## src/rtl/captura_operandos_pkg.sv

```systemverilog
// Shared constants for the operand-entry stage: operand width, default debounce
// length and the FSM state codes shown on the LEDs.
package captura_operandos_pkg;

  localparam int W_OP           = 4;
  localparam int DEB_CYCLES_DEF = 500000;

  typedef enum logic [1:0] {
    CARGA_A = 2'b00,
    CARGA_B = 2'b01,
    LISTO   = 2'b10
  } estado_t;

endpackage

```

## src/rtl/captura_operandos_antirrebote.sv

```systemverilog
// Button conditioning: 2-FF synchronizer, debounce counter and registered
// single-cycle rising-edge pulse on the debounced level.
module antirrebote
  import captura_operandos_pkg::*;
#(
  parameter int DEB_CYCLES = DEB_CYCLES_DEF
) (
  input  logic clk,
  input  logic rst,
  input  logic btn_in,
  output logic pulso
);

  localparam int            CW      = (DEB_CYCLES > 1) ? $clog2(DEB_CYCLES) : 1;
  localparam logic [CW-1:0] CNT_MAX = CW'(DEB_CYCLES - 1);

  logic [1:0]    sync_q;
  logic [CW-1:0] cnt_q, cnt_d;
  logic          deb_q, deb_d;
  logic          deb_prev_q;
  logic          pulso_q;

  // Counter only advances while the synchronized level disagrees with the
  // accepted level; any agreement restarts the stability window.
  always_comb begin
    cnt_d = '0;
    deb_d = deb_q;
    if (sync_q[1] != deb_q) begin
      if (cnt_q == CNT_MAX) deb_d = sync_q[1];
      else                  cnt_d = cnt_q + 1'b1;
    end
  end

  always_ff @(posedge clk or posedge rst) begin
    if (rst) begin
      sync_q     <= '0;
      cnt_q      <= '0;
      deb_q      <= 1'b0;
      deb_prev_q <= 1'b0;
      pulso_q    <= 1'b0;
    end else begin
      sync_q     <= {sync_q[0], btn_in};
      cnt_q      <= cnt_d;
      deb_q      <= deb_d;
      deb_prev_q <= deb_q;
      pulso_q    <= deb_q & ~deb_prev_q;
    end
  end

  assign pulso = pulso_q;

endmodule

```

## src/rtl/captura_operandos.sv

```systemverilog
// Operand-entry stage for the 4-bit ripple adder: loads A then B from switches
// on debounced cargar presses. Optional carry-in toggle button under CIN_BTN_EN.
module captura_operandos
  import captura_operandos_pkg::*;
#(
  parameter int W          = W_OP,
  parameter int DEB_CYCLES = DEB_CYCLES_DEF
) (
  input  logic         clk,
  input  logic         rst,
  input  logic [W-1:0] sw,
  input  logic         btn_cargar,
  input  logic         btn_borrar,
`ifdef CIN_BTN_EN
  input  logic         btn_cin,
`endif
  output logic [W-1:0] num1,
  output logic [W-1:0] num2,
  output logic         cin,
  output logic         valido,
  output logic [1:0]   estado
);

  logic p_cargar, p_borrar;

  antirrebote #(.DEB_CYCLES(DEB_CYCLES)) u_deb_cargar (
    .clk(clk), .rst(rst), .btn_in(btn_cargar), .pulso(p_cargar)
  );

  antirrebote #(.DEB_CYCLES(DEB_CYCLES)) u_deb_borrar (
    .clk(clk), .rst(rst), .btn_in(btn_borrar), .pulso(p_borrar)
  );

  estado_t        state_q, state_d;
  logic [W-1:0]   num1_q, num1_d;
  logic [W-1:0]   num2_q, num2_d;
  logic           valido_q, valido_d;

  always_ff @(posedge clk or posedge rst) begin
    if (rst) begin
      state_q  <= CARGA_A;
      num1_q   <= '0;
      num2_q   <= '0;
      valido_q <= 1'b0;
    end else begin
      state_q  <= state_d;
      num1_q   <= num1_d;
      num2_q   <= num2_d;
      valido_q <= valido_d;
    end
  end

  always_comb begin
    state_d = state_q;
    num1_d  = num1_q;
    num2_d  = num2_q;
    case (state_q)
      CARGA_A: if (p_cargar) begin
        num1_d  = sw;
        state_d = CARGA_B;
      end
      CARGA_B: if (p_cargar) begin
        num2_d  = sw;
        state_d = LISTO;
      end
      LISTO: if (p_cargar) begin
        num1_d  = sw;
        num2_d  = '0;
        state_d = CARGA_B;
      end
      default: state_d = CARGA_A;
    endcase
    // Clear overrides any load that lands in the same cycle.
    if (p_borrar) begin
      num1_d  = '0;
      num2_d  = '0;
      state_d = CARGA_A;
    end
    valido_d = (state_d == LISTO);
  end

`ifdef CIN_BTN_EN
  logic p_cin;
  logic cin_q;

  antirrebote #(.DEB_CYCLES(DEB_CYCLES)) u_deb_cin (
    .clk(clk), .rst(rst), .btn_in(btn_cin), .pulso(p_cin)
  );

  always_ff @(posedge clk or posedge rst) begin
    if (rst)        cin_q <= 1'b0;
    else if (p_cin) cin_q <= ~cin_q;
  end

  assign cin = cin_q;
`else
  assign cin = 1'b0;
`endif

  assign num1   = num1_q;
  assign num2   = num2_q;
  assign valido = valido_q;
  assign estado = state_q;

endmodule

```

## config.mk

```make
export PLATFORM = sky130hd
export DESIGN_NAME = captura_operandos
export DESIGN_NICKNAME = d
export VERILOG_FILES = /design/src/rtl/captura_operandos_pkg.sv /design/src/rtl/captura_operandos_antirrebote.sv /design/src/rtl/captura_operandos.sv
export SDC_FILE = /design/constraint.sdc
export NUM_CORES = 1
export LEC_CHECK = 0
export CAP_MARGIN = 10
export CORE_MARGIN = 2
export CORE_UTILIZATION = 40
export CTS_CLUSTER_SIZE = 40
export DETAILED_ROUTE_END_ITERATION = 6
export PLACE_DENSITY = 0.55
export SLEW_MARGIN = 25
export SYNTH_ARGS = -nofsm -noshare
export SYNTH_HDL_FRONTEND = slang
export SYNTH_SLANG_ARGS = --single-unit
```

## constraint.sdc

```tcl
create_clock -name clk -period 3.8 [get_ports clk]
set_input_delay 0.57 -clock clk [delete_from_list [all_inputs] [get_ports clk]]
set_output_delay 0.57 -clock clk [all_outputs]
set_load 0.02 [all_outputs]
```

Fig. 1: run 1, metal 1
(6 px per um) Supply wires on this layer in gray. Cells faint in the background.
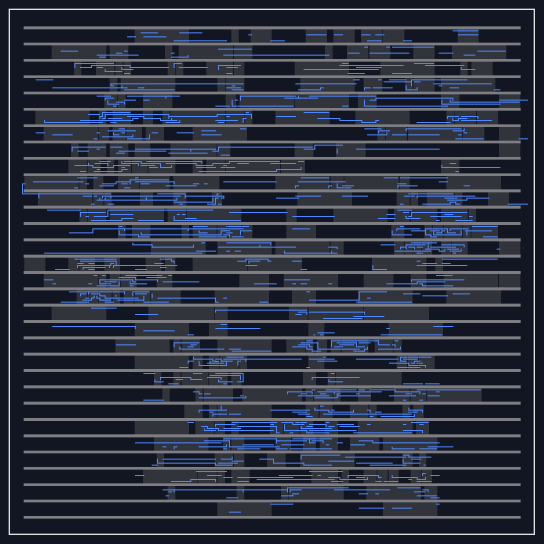
longest straight run: 26.2 um
main direction: horizontal
share of all routed wire: 52%
nets with wire on the layer: 265
GRT met1 Usage: 20.15%
routed via count: 1898

Fig. 2: run 1, M2 wires
(6 px per um)
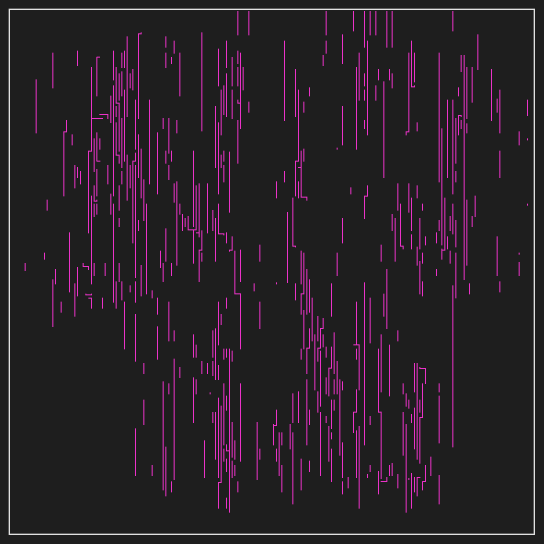
nets with wire on the layer: 237
share of all routed wire: 44%

Fig. 3: run 1, the metal 3 layer
(6 px per um) Cells faint in the background.
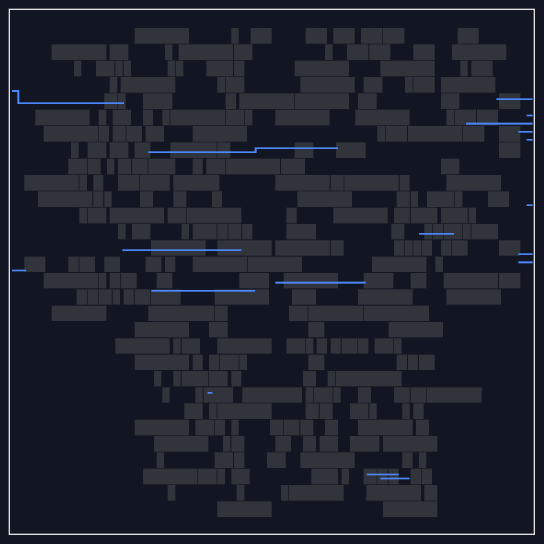
wire length on this layer: 146 um
main direction: horizontal
WL final: 4789 um
met3 Track Usage GR: 5.213%

==> flow_summary_export.csv, run 1 <==
group,metric,value,unit
run_status,run_status,"finished clean",
die,fp.dieArea,7617,um^2
placement,place_congestion,0.7994,
synthesis,synth_warnings,0,
synthesis,ys_area,2774,um^2
die,fp-row-count,30,
timing,fmax,514.2,MHz
synthesis,syn_nets,271,
setup_path,crit_family,"buffers and inverters",
setup_path,critical_path_class,"reg2out",
synthesis,yosys.area.top_type,"dfrtp_1",
placement,placed_area,3020,um^2
setup_path,r2r-end,"u_deb_cargar.cnt_q[5]",
cells_and_area,syn2layout_area_growth,17.55,%
route,drt_iter0_drc,142,
setup_path,crit_end,"estado[0]",
synthesis,yosysUniqueCellTypes,44,
synthesis,synth.avg_cell_area,10.79,um^2
placement,dp_slack,1.856,ns
synthesis,ys.flop_type,"dfrtp_1",
timing,setup_ws,1.855,ns
synthesis,top_cells_by_count,"dfrtp_1 (59), nor2_1 (39), xor2_1 (14)",
timing,hold_viol_final,0,
synthesis,ys_seq_elements,59,
route,vias_per_cell,5.186,
route,avgRoutedWirePerCell,13.08,um
cells_and_area,n_antenna_cell,0,
clock_network,ctsResizeCount,0,
clock_network,clk_latency,0.33,ns
timing,drv_slew,0,
cells_and_area,post_layout_nonfiller_instances,366,
grt,grt_pass1_wl,8411,um
setup_path,r2r_setup_slack,1.88,ns
die,fp_util,41.06,%
placement,post-place-cells,350,
timing,setup_viol,0,
setup_path,cp_num_cells,1,
cells_and_area,drive_above_1_share,11.19,%
clock_network,clk_path_buf_depth,2,
timing,tightestPinTransition,0.7386,ns
clock_network,clk_pin_slew,0.07,ns
placement,io_buffers,18,
setup_path,worstPathArrival,1.37,ns
setup_path,cpPeakStageDelay,0.63,ns
die,io_pins,20,
grt,grt_usage,14.19,%
cells_and_area,final_cell_area,3261,um^2
clock_network,ctsHoldBuffers,0,
power_and_ir_drop,internal_power,1090,uW
die,design.core.area,6756,um^2
grt,antenna_found_initial,0,
setup_path,crit_path_cell_trace,"clkdlybuf4s50_1",
placement,dp_hpwl,3212,um
cells_and_area,fillers,608,
synthesis,syn-cell-area,2774,um^2
run,drv_cap,0,
power_and_ir_drop,p_switching,286.6,uW
run,warning_count,29,
power_and_ir_drop,leakagePower,0.001429,uW
synthesis,syn_inst,257,
setup_path,cp-end-kind,"output port",
clock_network,cts_tree,"built",
clock_network,cts.sinks,59,
worst_hold_path,min_path_type,"reg2reg",
clock_network,cts_root_buf,"clkbuf_8",
route,antenna_left,0,
cells_and_area,nets,295,
synthesis,edf_count,0,
timing,rsz0062_at_grt,"false",
timing,tns,0,ns
power_and_ir_drop,p_clk_share,49.6,%
synthesis,ys_async_sr_fraction,100.0,%
timing,layout_min_cycle_time,1.945,ns
grt,grt_pass1_vias,1839,
==> run 1: per-layer routing <==
layer	vias to the layer above	wire [um]	global-route usage (%)
met2	25	2115	19.70
met4	0	41	5.455
met1	913	2486	20.15
met5	-	0	0
li1	956	-	-
met3	4	146	5.213
==> run 1: placed cells by master (no fill, tap or decap), types with 2 or more instances in the layout <==
cell type and n:
and3_1 4, nand2b_1 2, nor2b_1 2, a22o_1 4, nor3_1 4, nor2_1 39
clkbuf_8 9, or4_1 5, clkinv_2 2, nand3_1 10, ha_1 6, xnor2_1 11
bufinv_16 3, clkdlybuf4s50_1 18, xor2_1 14, nand4_1 9, o31ai_1 5, and4bb_2 2
a21oi_1 13, o21ai_0 8, nand2_1 11, dfrtp_1 59, or3_1 4, and2_1 2
inv_1 6, and4_1 4, or3_2 2, mux2_2 2, nor4_1 2, nor3b_1 2
mux2i_1 4
==> run 1: layout make-up <==
type                       count  area (um^2)  share of cell area (%)
multi-input combinational    185         1230                   37.72
timing repair buffer          19        187.7                   5.756
inverter                       7        26.28                  0.8058
sequential                    59         1476                   45.28
clock buffer                   9        123.9                   3.799
clock inverter                 7        116.4                   3.569
tap                           80        100.1                   3.070
==> run 1: cell families after synthesis <==
group | share of synthesized area [%]
muxes | 2.255
DFF | 53.23
AOI/OAI and AO/OA | 8.254
xor gates and xnor gates | 7.894
adders and majority gates | 2.706
other | 0.1352
and+or+nand+nor | 23.09
buffers and inverters | 2.436
==> run 1: power by group through the flow <==
stage	Sequential [uW]	Combinational, uW	Clock [uW]
after floorplan	658	28.8	0
after global placement	656	51.0	0
after detailed placement	656	51.1	0
after CTS	644	51.3	701
after global routing	645	57.0	736
final	644	49.2	683
Fig. 4: run 1, congestion heat map
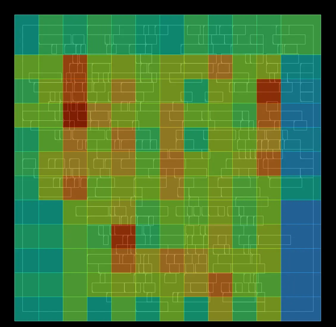

==> run 2, diff against run 1 <==
==> constraint.sdc (replaced) <==
create_clock -name clk -period 1.9 [get_ports clk]
set_input_delay 0.285 -clock clk [delete_from_list [all_inputs] [get_ports clk]]
set_output_delay 0.285 -clock clk [all_outputs]
set_load 0.02 [all_outputs]
Fig. 5: run 2, congestion heat map
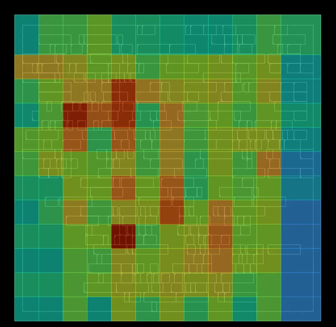
global routing's busiest layer: met2
per-cell routed wire length: 13.32 um

Fig. 6: run 2, the metal 3 layer
(6 px per um) Cells faint in the background.
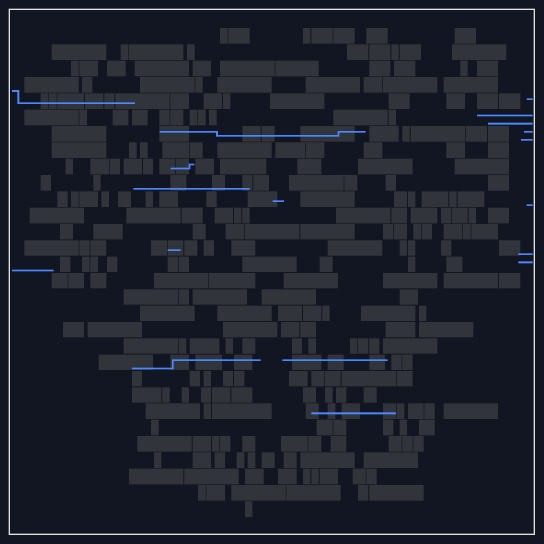
main direction: horizontal
wire length on this layer: 169 um
longest straight run: 20.2 um
nets with wire on the layer: 14
routed via count: 1935
WL final: 4914 um

==> run 2 against run 1 <==
Worst hold slack got worse by 0.11 ns. Critical path depth increased by 4. Global-route usage grew 0.65 points. Clock power up 32%. Worst setup slack worse by 1.7 ns. Routed wire length rose by 2.6%. Critical path type is now reg2reg. Largest cell class unchanged. Largest power group is now sequential cells.
==> flow_summary_export.csv, run 2 <==
group,metric,value,unit
worst_hold_path,min_path_type,"in2async",
cells_and_area,lay_top_cells,"dfrtp_1 (59), nor2_1 (39), clkdlybuf4s50_1 (18), xor2_1 (14), a21oi_1 (13)",
setup_path,r2r-end,"u_deb_cargar.cnt_q[14]",
setup_path,crit_end,"u_deb_cargar.cnt_q[14]",
setup_path,cp_slowest_cell,"or4_1",
run_status,run_status,"finished clean",
cells_and_area,syn2layout_area_growth,16.06,%
die,fp-row-count,30,
grt,use_met3,5.213,%
power_and_ir_drop,power.density,714.0,nW/um^2
cells_and_area,top_regs,"u_deb_borrar.cnt_q (19), u_deb_cargar.cnt_q (19)",
grt,grt_overflow,0,
timing,setup_viol,0,
route,met2WireLength,2306,um
synthesis,synth_warnings,0,
synthesis,yosys.area.top_type,"dfrtp_1",
setup_path,critPathMaxFanout,6,
clock_network,cts_max_level,3,
synthesis,yosysUniqueCellTypes,44,
timing,layout_min_cycle_time,1.753,ns
setup_path,cpPeakStageDelay,0.50,ns
placement,place_congestion,0.8250,
die,die_h,87.28,um
synthesis,ys_async_sr_fraction,100.0,%
synthesis,yosysMostFrequentCell,"dfrtp_1",
route,first_pass_iters,4,
setup_path,cp-end-kind,"register",
synthesis,top_cells_by_count,"dfrtp_1 (59), nor2_1 (39), xor2_1 (14)",
grt,grt_max_degree,46,
grt,grt_usage,14.85,%
grt,grt_pass1_wl,8818,um
setup_path,cp_num_cells,5,
synthesis,mux_share,2.255,%
timing,worst_clock_skew,0.008665,ns
synthesis,area_leaders,"dfrtp_1 (53%), nor2_1 (5.3%), xor2_1 (4.4%)",
clock_network,cts_tree,"built",
synthesis,synthXorXnorAreaFrac,7.894,%
die,die_width,87.28,um
synthesis,netlist.area_leader.share,53.23,%
cells_and_area,drive_above_1_share,12.11,%
synthesis,adder_share,2.706,%
synthesis,synthAoiAreaFrac,8.254,%
run,drv_cap,0,
setup_path,crit_path_cell_trace,"ha_1 -> and4_2 -> nand2_2 -> or4_1 -> a21oi_1",
die,fp_util,41.06,%
placement,io_buffers,18,
timing,period_used_share,92.24,%
synthesis,simple_gate_area_share,23.09,%
power_and_ir_drop,vdd_ir_drop_max,0.3722,mV
synthesis,syn-cell-area,2774,um^2
die,design.core.area,6756,um^2
setup_path,regToRegStartpoint,"u_deb_cargar.cnt_q[0]",
synthesis,synth.avg_cell_area,10.79,um^2
clock_network,ctsHoldBuffers,0,
synthesis,ys_cells,257,
route,route.met3.wl,169,um
timing,rsz0062_at_grt,"false",
synthesis,edf_count,0,
synthesis,ys_top_logic_family,"simple AND/OR/NAND/NOR gates",
route,drt_iter0_drc,60,
route,vias_per_cell,5.244,
route,drc,0,
synthesis,syn_inst,257,
clock_network,clk_pin_slew,0.06,ns
setup_path,r2r_setup_slack,0.15,ns
cells_and_area,final_common_cell,"dfrtp_1",
synthesis,ys_area,2774,um^2
placement,placed_area,3070,um^2
setup_path,crit_required,2.16,ns
timing,fmax,570.6,MHz
clock_network,numCtsBuffers,9,
die,io_pins,20,
run,warning_count,29,
setup_path,ff2ff_path_depth,5,
setup_path,critPathLaunchType,"register",
route,wl_met1,2397,um
cells_and_area,n_antenna_cell,0,
synthesis,syn_nets,271,
setup_path,worstPathArrival,2.01,ns
synthesis,synth.yosys.seq_area_share,53.23,%
grt,use_met1,19.96,%
route,antenna_left,0,
timing,drv_slew,0,
timing,hold_viol_final,0,
timing,tns,0,ns
setup_path,crit_family,"simple AND/OR/NAND/NOR gates",
cells_and_area,fillers,630,
setup_path,path_buffers,0,
cells_and_area,final_cell_area,3219,um^2
grt,grtUsageMet2,22.80,%
cells_and_area,nets,300,
clock_network,clk_path_buf_depth,2,
synthesis,ys_seq_elements,59,
setup_path,cp-startpoint,"u_deb_cargar.cnt_q[0]",
clock_network,clk_latency,0.33,ns
grt,grt_pass1_vias,1868,
setup_path,critical_path_class,"reg2reg",
placement,dp_hpwl,3334,um
grt,antenna_found_initial,0,
synthesis,ys.flop_type,"dfrtp_1",
power_and_ir_drop,leakagePower,0.001420,uW
clock_network,cts.sinks,59,
clock_network,cts_root_buf,"clkbuf_8",
die,fp.dieArea,7617,um^2
route,dr.max_layer_used,"met4",
==> run 2: what timing repair did <==
item	4_1_cts	5_1_grt
setup buffers	0	0
endpoints found under the setup margin	0	1
endpoints found under the hold margin	0	0
resized	0	1
==> run 2: final cells by class <==
cell class	instances	area, um^2	area share, %
flip-flops and latches	59	1476	45.86
clock buffers	10	127.6	3.964
multi-input cells	185	1231	38.24
repair buffers	24	237.7	7.384
well taps	80	100.1	3.109
inverters	7	26.28	0.8162
clock inverters	4	20.02	0.6218
==> run 2: where the power goes <==
group	internal, uW	switching, uW
logic	42.6	62.4
clock network	449	456
registers	1280	13.8
==> run 2: how the worst min path moves through the flow <==
stage / endpoint / slack [ns] / start / cells after the start
floorplan: u_deb_borrar.sync_q[0] / 0.32 / btn_borrar / 0
global placement: u_deb_cargar.sync_q[1] / 0.33 / u_deb_cargar.sync_q[0] / 0
detailed placement: u_deb_cargar.sync_q[1] / 0.34 / u_deb_cargar.sync_q[0] / 0
CTS: u_deb_borrar.sync_q[0] / 0.23 / rst / 2
global route: u_deb_borrar.cnt_q[5] / 0.26 / rst / 2
finish: u_deb_borrar.sync_q[0] / 0.24 / rst / 2
==> run 2: stage by stage <==
| step | total power (uW) | setup WS [ns] | std cells | hold slack (ns) | util (%) |
|---|---|---|---|---|---|
| after global routing | 2424 | 0.02097 | 369 | 0.2608 | 47.65 |
| final | 2299 | 0.1474 | 369 | 0.2418 | 47.65 |
| after floorplan | 1373 | 0.1587 | 257 | 0.3164 | - |
| after CTS | 2352 | 0.09806 | 369 | 0.2326 | 47.63 |
| after detailed placement | 1420 | 0.1404 | 355 | 0.3379 | 45.44 |
| after global placement | 1420 | 0.1762 | 355 | 0.3337 | 45.44 |
Fig. 7: run 2, metal 1
(6 px per um) Supply wires on this layer in gray. Cells faint in the background.
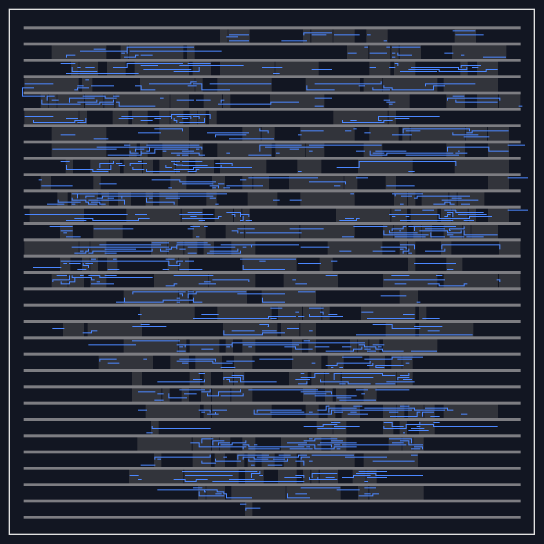

==> run 3, diff against run 2 <==
--- a/config.mk
+++ b/config.mk
@@ -7,10 +7,10 @@
 export LEC_CHECK = 0
 export CAP_MARGIN = 10
 export CORE_MARGIN = 2
-export CORE_UTILIZATION = 40
+export CORE_UTILIZATION = 58
 export CTS_CLUSTER_SIZE = 40
 export DETAILED_ROUTE_END_ITERATION = 6
-export PLACE_DENSITY = 0.55
+export PLACE_DENSITY = 0.76
 export SLEW_MARGIN = 25
 export SYNTH_ARGS = -nofsm -noshare
 export SYNTH_HDL_FRONTEND = slang
Fig. 8: run 3, metal 1
(6 px per um) Supply wires on this layer in gray. Cells faint in the background.
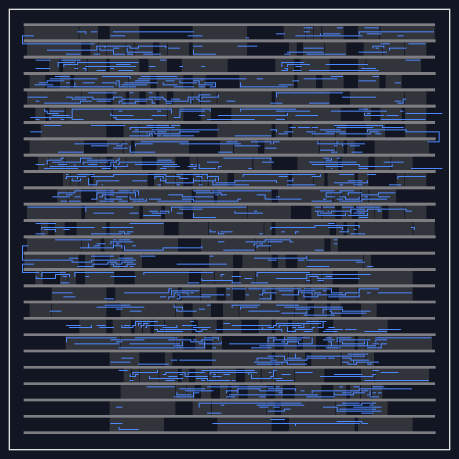
nets with wire on the layer: 275
longest straight run: 24.4 um
share of all routed wire: 47%
main direction: horizontal
wire length on this layer: 2390 um

==> run 3 against run 2 <==
Worst hold slack improved by 0.028 ns. Combinational power rose by 6%. Non-clock buffer count rose by 2. Area after synthesis did not move. Worst setup slack got worse by 0.019 ns. Final area is 2.3% higher. Sequential cell count unchanged. Die area decreased by 30%. Core utilization grew 23 points. Critical path depth did not move. Via count up 1.9%. Synthesized cell count stayed put. Largest power group is now clock.
==> flow_summary_export.csv, run 3 <==
group,metric,value,unit
timing,rsz0062_at_grt,"false",
setup_path,critPathMaxFanout,6,
setup_path,cp_slowest_cell,"or4_1",
clock_network,cts_tree,"built",
cells_and_area,final_common_cell,"dfrtp_1",
die,fp.dieArea,5352,um^2
grt,grt_pass1_vias,1973,
synthesis,ys_seq_elements,59,
cells_and_area,final_util,70.68,%
die,die_h,73.16,um
setup_path,critical_path_class,"reg2reg",
synthesis,ys_cells,257,
synthesis,syn_inst,257,
route,met2WireLength,2442,um
run,drv_cap,0,
die,io_pins,20,
clock_network,clk_latency,0.34,ns
setup_path,crit_path_cell_trace,"ha_1 -> and4_1 -> nand2_2 -> or4_1 -> a21oi_1",
synthesis,synth.avg_cell_area,10.79,um^2
route,dr.max_layer_used,"met4",
cells_and_area,lay_top_cells,"dfrtp_1 (59), nor2_1 (39), clkdlybuf4s50_1 (18), xor2_1 (14), a21oi_1 (13)",
grt,grtUsageMet2,33.63,%
setup_path,crit_end,"u_deb_cargar.cnt_q[14]",
route,drt_iter0_drc,144,
setup_path,r2r_setup_slack,0.13,ns
synthesis,yosysMostFrequentCell,"dfrtp_1",
synthesis,top_cells_by_count,"dfrtp_1 (59), nor2_1 (39), xor2_1 (14)",
clock_network,cts_max_level,3,
synthesis,edf_count,0,
route,vias_per_cell,5.680,
clock_network,numCtsBuffers,9,
setup_path,crit_required,2.16,ns
synthesis,netlist.area_leader.share,53.23,%
placement,placed_area,3053,um^2
grt,grt_overflow,0,
synthesis,syn_nets,271,
setup_path,regToRegStartpoint,"u_deb_cargar.cnt_q[0]",
cells_and_area,final_cell_area,3294,um^2
worst_hold_path,min_path_type,"in2async",
cells_and_area,n_antenna_cell,0,
setup_path,cpPeakStageDelay,0.50,ns
synthesis,ys.flop_type,"dfrtp_1",
timing,hold_viol_final,0,
clock_network,ctsResizeCount,0,
grt,grt_max_degree,28,
clock_network,cts_root_buf,"clkbuf_8",
die,fp_util,59.52,%
run_status,run_status,"finished clean",
synthesis,ys_async_sr_fraction,100.0,%
grt,use_met1,27.72,%
grt,top_usage_layer,"met2",
cells_and_area,top_regs,"u_deb_borrar.cnt_q (19), u_deb_cargar.cnt_q (19)",
timing,drv_slew,0,
synthesis,ys_area,2774,um^2
clock_network,post_cts_buffers,0,
die,design.core.area,4661,um^2
run,warning_count,29,
power_and_ir_drop,leakagePower,0.001470,uW
timing,setup_viol,0,
route,drc,0,
grt,grt_pass1_wl,8694,um
clock_network,clk_path_buf_depth,2,
timing,timing.hold.ws,0.2697,ns
power_and_ir_drop,power,2782,uW
route,wl_met1,2391,um
power_and_ir_drop,vdd_ir_drop_max,0.7196,mV
timing,worst_clock_skew,0.008044,ns
timing,tns,0,ns
cells_and_area,drive_above_1_share,12.97,%
grt,antenna_found_initial,0,
power_and_ir_drop,power.density,844.6,nW/um^2
route,first_pass_iters,4,
cells_and_area,syn2layout_area_growth,18.76,%
synthesis,yosys.area.top_type,"dfrtp_1",
placement,dp_hpwl,3525,um
clock_network,ctsHoldBuffers,0,
setup_path,cp-startpoint,"u_deb_cargar.cnt_q[0]",
setup_path,cp-end-kind,"register",
cells_and_area,nets,302,
synthesis,syn-cell-area,2774,um^2
placement,io_buffers,18,
route,route.met3.wl,169,um
setup_path,r2r-end,"u_deb_cargar.cnt_q[14]",
route,antenna_left,0,
clock_network,cts.sinks,59,
timing,period_used_share,93.23,%
synthesis,synth.yosys.seq_area_share,53.23,%
cells_and_area,fillers,334,
synthesis,area_leaders,"dfrtp_1 (53%), nor2_1 (5.3%), xor2_1 (4.4%)",
setup_path,ff2ff_path_depth,5,
timing,layout_min_cycle_time,1.771,ns
setup_path,worstPathArrival,2.03,ns
die,die_width,73.16,um
route,avgRoutedWirePerCell,14.63,um
clock_network,clk_pin_slew,0.07,ns
timing,fmax,564.6,MHz
synthesis,synth_warnings,0,
die,fp-row-count,25,
placement,place_congestion,0.8568,
setup_path,critPathLaunchType,"register",
synthesis,yosysUniqueCellTypes,44,
grt,grt_usage,21.73,%
Fig. 9: run 3, the metal 3 layer
(8 px per um) Cells faint in the background.
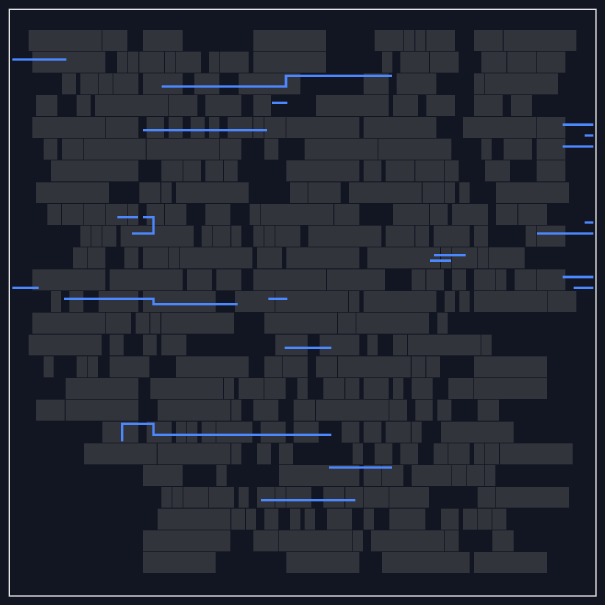
longest straight run: 22.1 um
nets with wire on the layer: 16
WL final: 5078 um
routed via count: 1971
met3 Track Usage GR: 8.011%

## run 3: cell types whose count changed in the layout (fill, tap and decap cells not counted), sizes merged
| cell | delta |
|---|---|
| buf | +2 |
| bufinv | +3 |
| clkinv | -2 |
| clkbuf | +1 |
## run 3: cells by family (layout without fill, tap and decap cells)
family / after synthesis / count (layout) / synth area share [%]
buf+inv: 13 / 49 / 2.436
flops: 59 / 59 / 53.23
mux: 6 / 6 / 2.255
fa+ha+maj: 6 / 6 / 2.706
compound gates: 35 / 35 / 8.254
other cells: 1 / 1 / 0.1352
xor+xnor: 25 / 25 / 7.894
simple gates: 112 / 112 / 23.09
## run 3: stage by stage
step | std cells | setup slack, ns
4_1_cts | 347 | 0.1361
2_1_floorplan | 257 | 0.1587
5_1_grt | 347 | 0.0001759
3_3_place_gp | 331 | 0.1903
6_report | 347 | 0.1287
3_5_place_dp | 331 | 0.1404
## run 3: critical path, delay by kind of cell, from the launching register on
| kind | cells | cell delay, ns |
|---|---|---|
| AND-OR/OR-AND | 1 | 0.14 |
| AND/OR/NAND/NOR | 3 | 0.96 |
| adder cells (fa/ha/maj) | 1 | 0.22 |
| flip-flops | 1 | 0.39 |
## run 3: layout make-up
type	instances	area [um^2]	share of cell area, %
clock buffers	11	141.4	4.292
clock inverters	5	100.1	3.038
inverters	7	26.28	0.7976
multi-input cells	185	1230	37.33
flip-flops and latches	59	1476	44.82
well taps	54	67.56	2.051
repair buffers	26	252.7	7.672
## run 3: power by group
part | internal (uW) | leakage [uW] | switching, uW | total (uW)
Sequential | 1280 | 0.000801 | 14.9 | 1290
Clock | 903 | 0.000123 | 479 | 1380
Combinational | 46.7 | 0.000546 | 63.9 | 111
Total | 2220 | 0.00147 | 558 | 2780

==> layout pictures side by side <==
Clock wires, drivers and flops.
Plate I
(3 px per um)
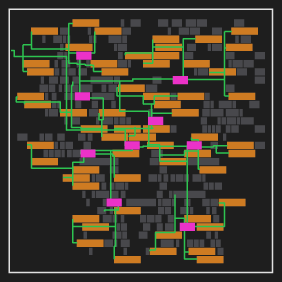
Plate II
(4 px per um)
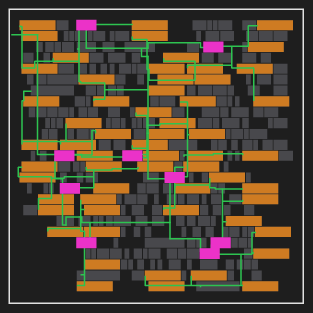
| picture | from |
|---|---|
| Plate I | run 1 |
| Plate II | run 3 |

Power is estimated from default activity; no workload was simulated.
